<file path="config.mk">
export PLATFORM = sky130hd
export DESIGN_NAME = divider_module
export DESIGN_NICKNAME = d
export VERILOG_FILES = /design/src/rtl/divider_pkg.sv /design/src/rtl/divider_step.sv /design/src/rtl/divider_module.sv
export SDC_FILE = /design/constraint.sdc
export NUM_CORES = 1
export LEC_CHECK = 0
export ABC_AREA = 1
export CAP_MARGIN = 25
export CORE_ASPECT_RATIO = 0.6
export CORE_UTILIZATION = 40
export CTS_BUF_LIST = sky130_fd_sc_hd__clkbuf_4 sky130_fd_sc_hd__clkbuf_8 sky130_fd_sc_hd__clkbuf_16
export CTS_CLUSTER_SIZE = 14
export DETAILED_ROUTE_END_ITERATION = 16
export GPL_TIMING_DRIVEN = 0
export HOLD_SLACK_MARGIN = 0.06
export PLACE_DENSITY_LB_ADDON = 0.08
export SLEW_MARGIN = 25
export SYNTH_ARGS = -nofsm -noshare
export SYNTH_HDL_FRONTEND = slang
export SYNTH_SLANG_ARGS = --single-unit
</file>
<file path="constraint.sdc">
create_clock -name clk -period 2.7 [get_ports clk]
set_input_delay 0.27 -clock clk [delete_from_list [all_inputs] [get_ports clk]]
set_output_delay 0.27 -clock clk [all_outputs]
set_load 0.05 [all_outputs]
</file>
<file path="src/rtl/divider_pkg.sv">
// Shared types and defaults for the multi-cycle restoring divider.
package divider_pkg;

  localparam int unsigned DIV_WIDTH_DEF = 16;

  typedef enum logic [1:0] {
    IDLE = 2'd0,
    BUSY = 2'd1,
    DONE = 2'd2
  } div_state_t;

endpackage

</file>
<file path="src/rtl/divider_step.sv">
// One restoring shift-subtract iteration: shift in a dividend bit, subtract the divisor if it fits.
module divider_step
  import divider_pkg::*;
#(
  parameter int unsigned WIDTH = DIV_WIDTH_DEF
) (
  input  logic [WIDTH-1:0] rem_in,
  input  logic             dvd_msb,
  input  logic [WIDTH-1:0] dvs,
  output logic [WIDTH-1:0] rem_out,
  output logic             q_bit
);

  logic [WIDTH:0]   rem_shift;
  logic [WIDTH-1:0] diff;

  // Compare at WIDTH+1 bits so divisors with the MSB set still divide correctly;
  // when the divisor fits, the true difference is below 2^WIDTH, so the low bits suffice.
  always_comb begin
    rem_shift = {rem_in, dvd_msb};
    diff      = rem_shift[WIDTH-1:0] - dvs;
    q_bit     = (rem_shift >= {1'b0, dvs});
    rem_out   = q_bit ? diff : rem_shift[WIDTH-1:0];
  end

endmodule

</file>
<file path="src/rtl/divider_module.sv">
// Multi-cycle unsigned divider, one quotient bit per clock with start/Ready handshake.
// Optional divide-by-zero flag output enabled by defining DIV_ZERO_FLAG_EN.
module divider_module
  import divider_pkg::*;
#(
  parameter int unsigned WIDTH = DIV_WIDTH_DEF
) (
  input  logic             clk,
  input  logic             rst,
  input  logic             start,
  input  logic [WIDTH-1:0] Dividendo,
  input  logic [WIDTH-1:0] Divisor,
  output logic             Ready,
  output logic [WIDTH-1:0] Result,
  output logic [WIDTH-1:0] Reminder
`ifdef DIV_ZERO_FLAG_EN
  ,
  output logic             Div_zero
`endif
);

  localparam int unsigned CNT_W = $clog2(WIDTH);

  div_state_t       state_q, state_d;
  logic [CNT_W-1:0] count_q, count_d;
  logic [WIDTH-1:0] dvd_q, dvd_d;
  logic [WIDTH-1:0] dvs_q, dvs_d;
  logic [WIDTH-1:0] rem_q, rem_d;
  logic [WIDTH-1:0] quo_q, quo_d;
  logic [WIDTH-1:0] result_q, result_d;
  logic [WIDTH-1:0] reminder_q, reminder_d;
  logic             ready_q, ready_d;
  logic             start_q, start_d;
`ifdef DIV_ZERO_FLAG_EN
  logic             div_zero_q, div_zero_d;
`endif

  logic             launch_c;
  logic [WIDTH-1:0] step_rem_c;
  logic             step_qbit_c;

  divider_step #(
    .WIDTH(WIDTH)
  ) u_step (
    .rem_in (rem_q),
    .dvd_msb(dvd_q[WIDTH-1]),
    .dvs    (dvs_q),
    .rem_out(step_rem_c),
    .q_bit  (step_qbit_c)
  );

  assign launch_c = start & ~start_q;

  // Next-state and datapath control.
  always_comb begin
    state_d    = state_q;
    count_d    = count_q;
    dvd_d      = dvd_q;
    dvs_d      = dvs_q;
    rem_d      = rem_q;
    quo_d      = quo_q;
    result_d   = result_q;
    reminder_d = reminder_q;
    ready_d    = ready_q;
    start_d    = start;
`ifdef DIV_ZERO_FLAG_EN
    div_zero_d = div_zero_q;
`endif

    case (state_q)
      IDLE, DONE: begin
        if (launch_c) begin
          dvd_d   = Dividendo;
          dvs_d   = Divisor;
          rem_d   = '0;
          quo_d   = '0;
          count_d = '0;
          ready_d = 1'b0;
          state_d = BUSY;
`ifdef DIV_ZERO_FLAG_EN
          div_zero_d = 1'b0;
`endif
        end
      end
      BUSY: begin
        rem_d   = step_rem_c;
        dvd_d   = {dvd_q[WIDTH-2:0], 1'b0};
        quo_d   = {quo_q[WIDTH-2:0], step_qbit_c};
        count_d = count_q + CNT_W'(1);
        // Final iteration publishes the results in the same edge.
        if (count_q == CNT_W'(WIDTH - 1)) begin
          result_d   = {quo_q[WIDTH-2:0], step_qbit_c};
          reminder_d = step_rem_c;
          ready_d    = 1'b1;
          state_d    = DONE;
`ifdef DIV_ZERO_FLAG_EN
          div_zero_d = (dvs_q == '0);
`endif
        end
      end
      default: state_d = IDLE;
    endcase
  end

  always_ff @(posedge clk or posedge rst) begin
    if (rst) begin
      state_q    <= IDLE;
      count_q    <= '0;
      dvd_q      <= '0;
      dvs_q      <= '0;
      rem_q      <= '0;
      quo_q      <= '0;
      result_q   <= '0;
      reminder_q <= '0;
      ready_q    <= 1'b0;
      start_q    <= 1'b0;
`ifdef DIV_ZERO_FLAG_EN
      div_zero_q <= 1'b0;
`endif
    end else begin
      state_q    <= state_d;
      count_q    <= count_d;
      dvd_q      <= dvd_d;
      dvs_q      <= dvs_d;
      rem_q      <= rem_d;
      quo_q      <= quo_d;
      result_q   <= result_d;
      reminder_q <= reminder_d;
      ready_q    <= ready_d;
      start_q    <= start_d;
`ifdef DIV_ZERO_FLAG_EN
      div_zero_q <= div_zero_d;
`endif
    end
  end

  assign Ready    = ready_q;
  assign Result   = result_q;
  assign Reminder = reminder_q;
`ifdef DIV_ZERO_FLAG_EN
  assign Div_zero = div_zero_q;
`endif

endmodule

</file>
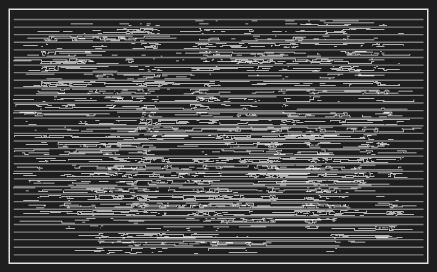
(images/m1.png)
Supply wires on this layer in grey.
share of all routed wire = 56%
wire length on this layer = 7490 µm
nets with wire on the layer = 741

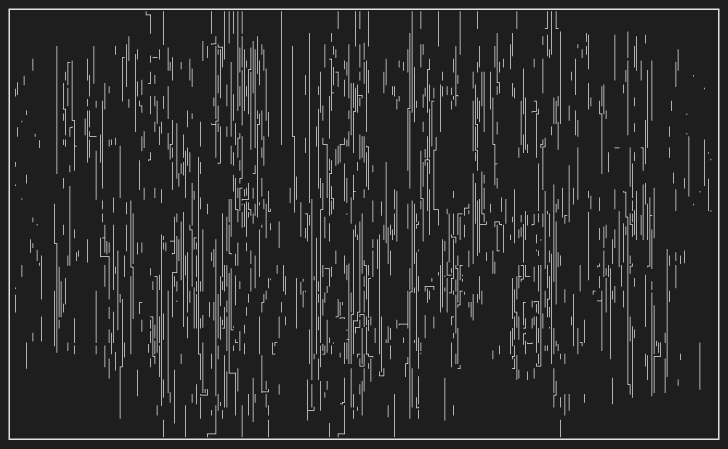
(images/m2.png)
main direction = vertical
share of all routed wire = 38%
nets with wire on the layer = 620

==> results.txt <==
Update from the flow run.

From bottom edge to top edge, the die measures 90.45 µm. Setup repair after global routing left no endpoint under its margin. The number of antenna diodes in the final layout is 0. The top routing layer in use is met4. The cell-mix breakdown from Yosys lists the simple-gate area share as 0.2802. The worst-case reg-to-reg setup slack stands at 0.56 ns. The maximum root-to-sink buffer count is 2. Of the total synthesized cell area, the portion taken by full adders, half adders and majority gates is 0.04463. Walking the worst path, the cells encountered are ha_1, nand2_1, nand2_1, nand2_1, nand2_1, nand2_1, nand2_1, nor2_4, nand2_4, buf_6, nand2_1, nand2_1, nand2_1, nand2_1. On the worst setup and hold paths after CTS, the clock-pin slew comes to 0.08 ns.

The cell with the biggest individual delay on the critical path is dfrtp_1. The most common cell after layout, fill and taps aside is nand2_1. The area of the multi-input gates is 0.002185 mm².

The detail route stage leaves a number of antenna-violating nets equal to 0. Once routing completed, OpenROAD measured the worst setup slack at 0.5645 ns. The path depth of the worst reg2reg path is 14. The total of cells resized after clock tree synthesis is 0. The non-clock buffer total of the final layout is 92. The highest fanout seen on the critical path is 10.

The final number of setup-violating endpoints is 0. The area of the placeable core is 0.01237 mm². According to the floorplan log, the row count is 31. STA classifies the critical path endpoint as a flip-flop.

For reference, the final report shows the max-slew violation count at 0. The multi-input gate share of the layout cell area is 0.3384. After clock tree synthesis, the flow added hold-fix buffers numbering 0. The number of instances in the synthesized netlist is 669. The worst max-slew margin expressed relative to the limit is 0.5708. The warning tally printed by Yosys for this design is 0. The number of nets at floorplan is 722. The largest incremental delay on the critical path is 0.44 ns. The global routing's busiest layer is met1.

Tap insertion was completed with 165 tapcells. The flow ran to the end, and the final reports show no timing, DRC or antenna violations. The synthesis-to-layout area growth is 23.78%. The total number of nets in the final design is 803. Of the cells placed in the final design, the portion with a size suffix greater than 1 is 0.06225. Per the timing report, the achievable frequency comes out to 468.3 MHz. The first global-routing pass estimated 22170 µm of wire. OpenSTA, run right after detailed placement, puts the worst setup slack at 0.2779 ns. The leading cell type by number of instances after synthesis is nand2_1. The buffering overhead is 0.1305. The detailed-route DRC error count is 0. Per STA, the startpoint of the critical path is rem_q[9]$_DFFE_PP0P_.

The mux cell area share after synthesis is 0. The flip-flop and latch count after synthesis is 103. The number of placed instances, taps included, is 904.
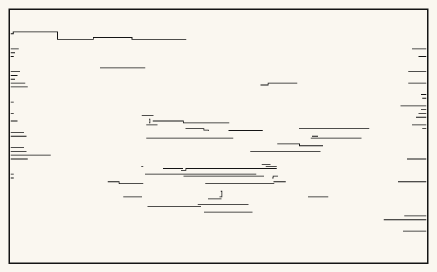
(images/m3.png)
wire length on this layer = 664 µm
share of all routed wire = 5.0%
longest straight run = 39.6 µm
nets with wire on the layer = 61
main direction = horizontal

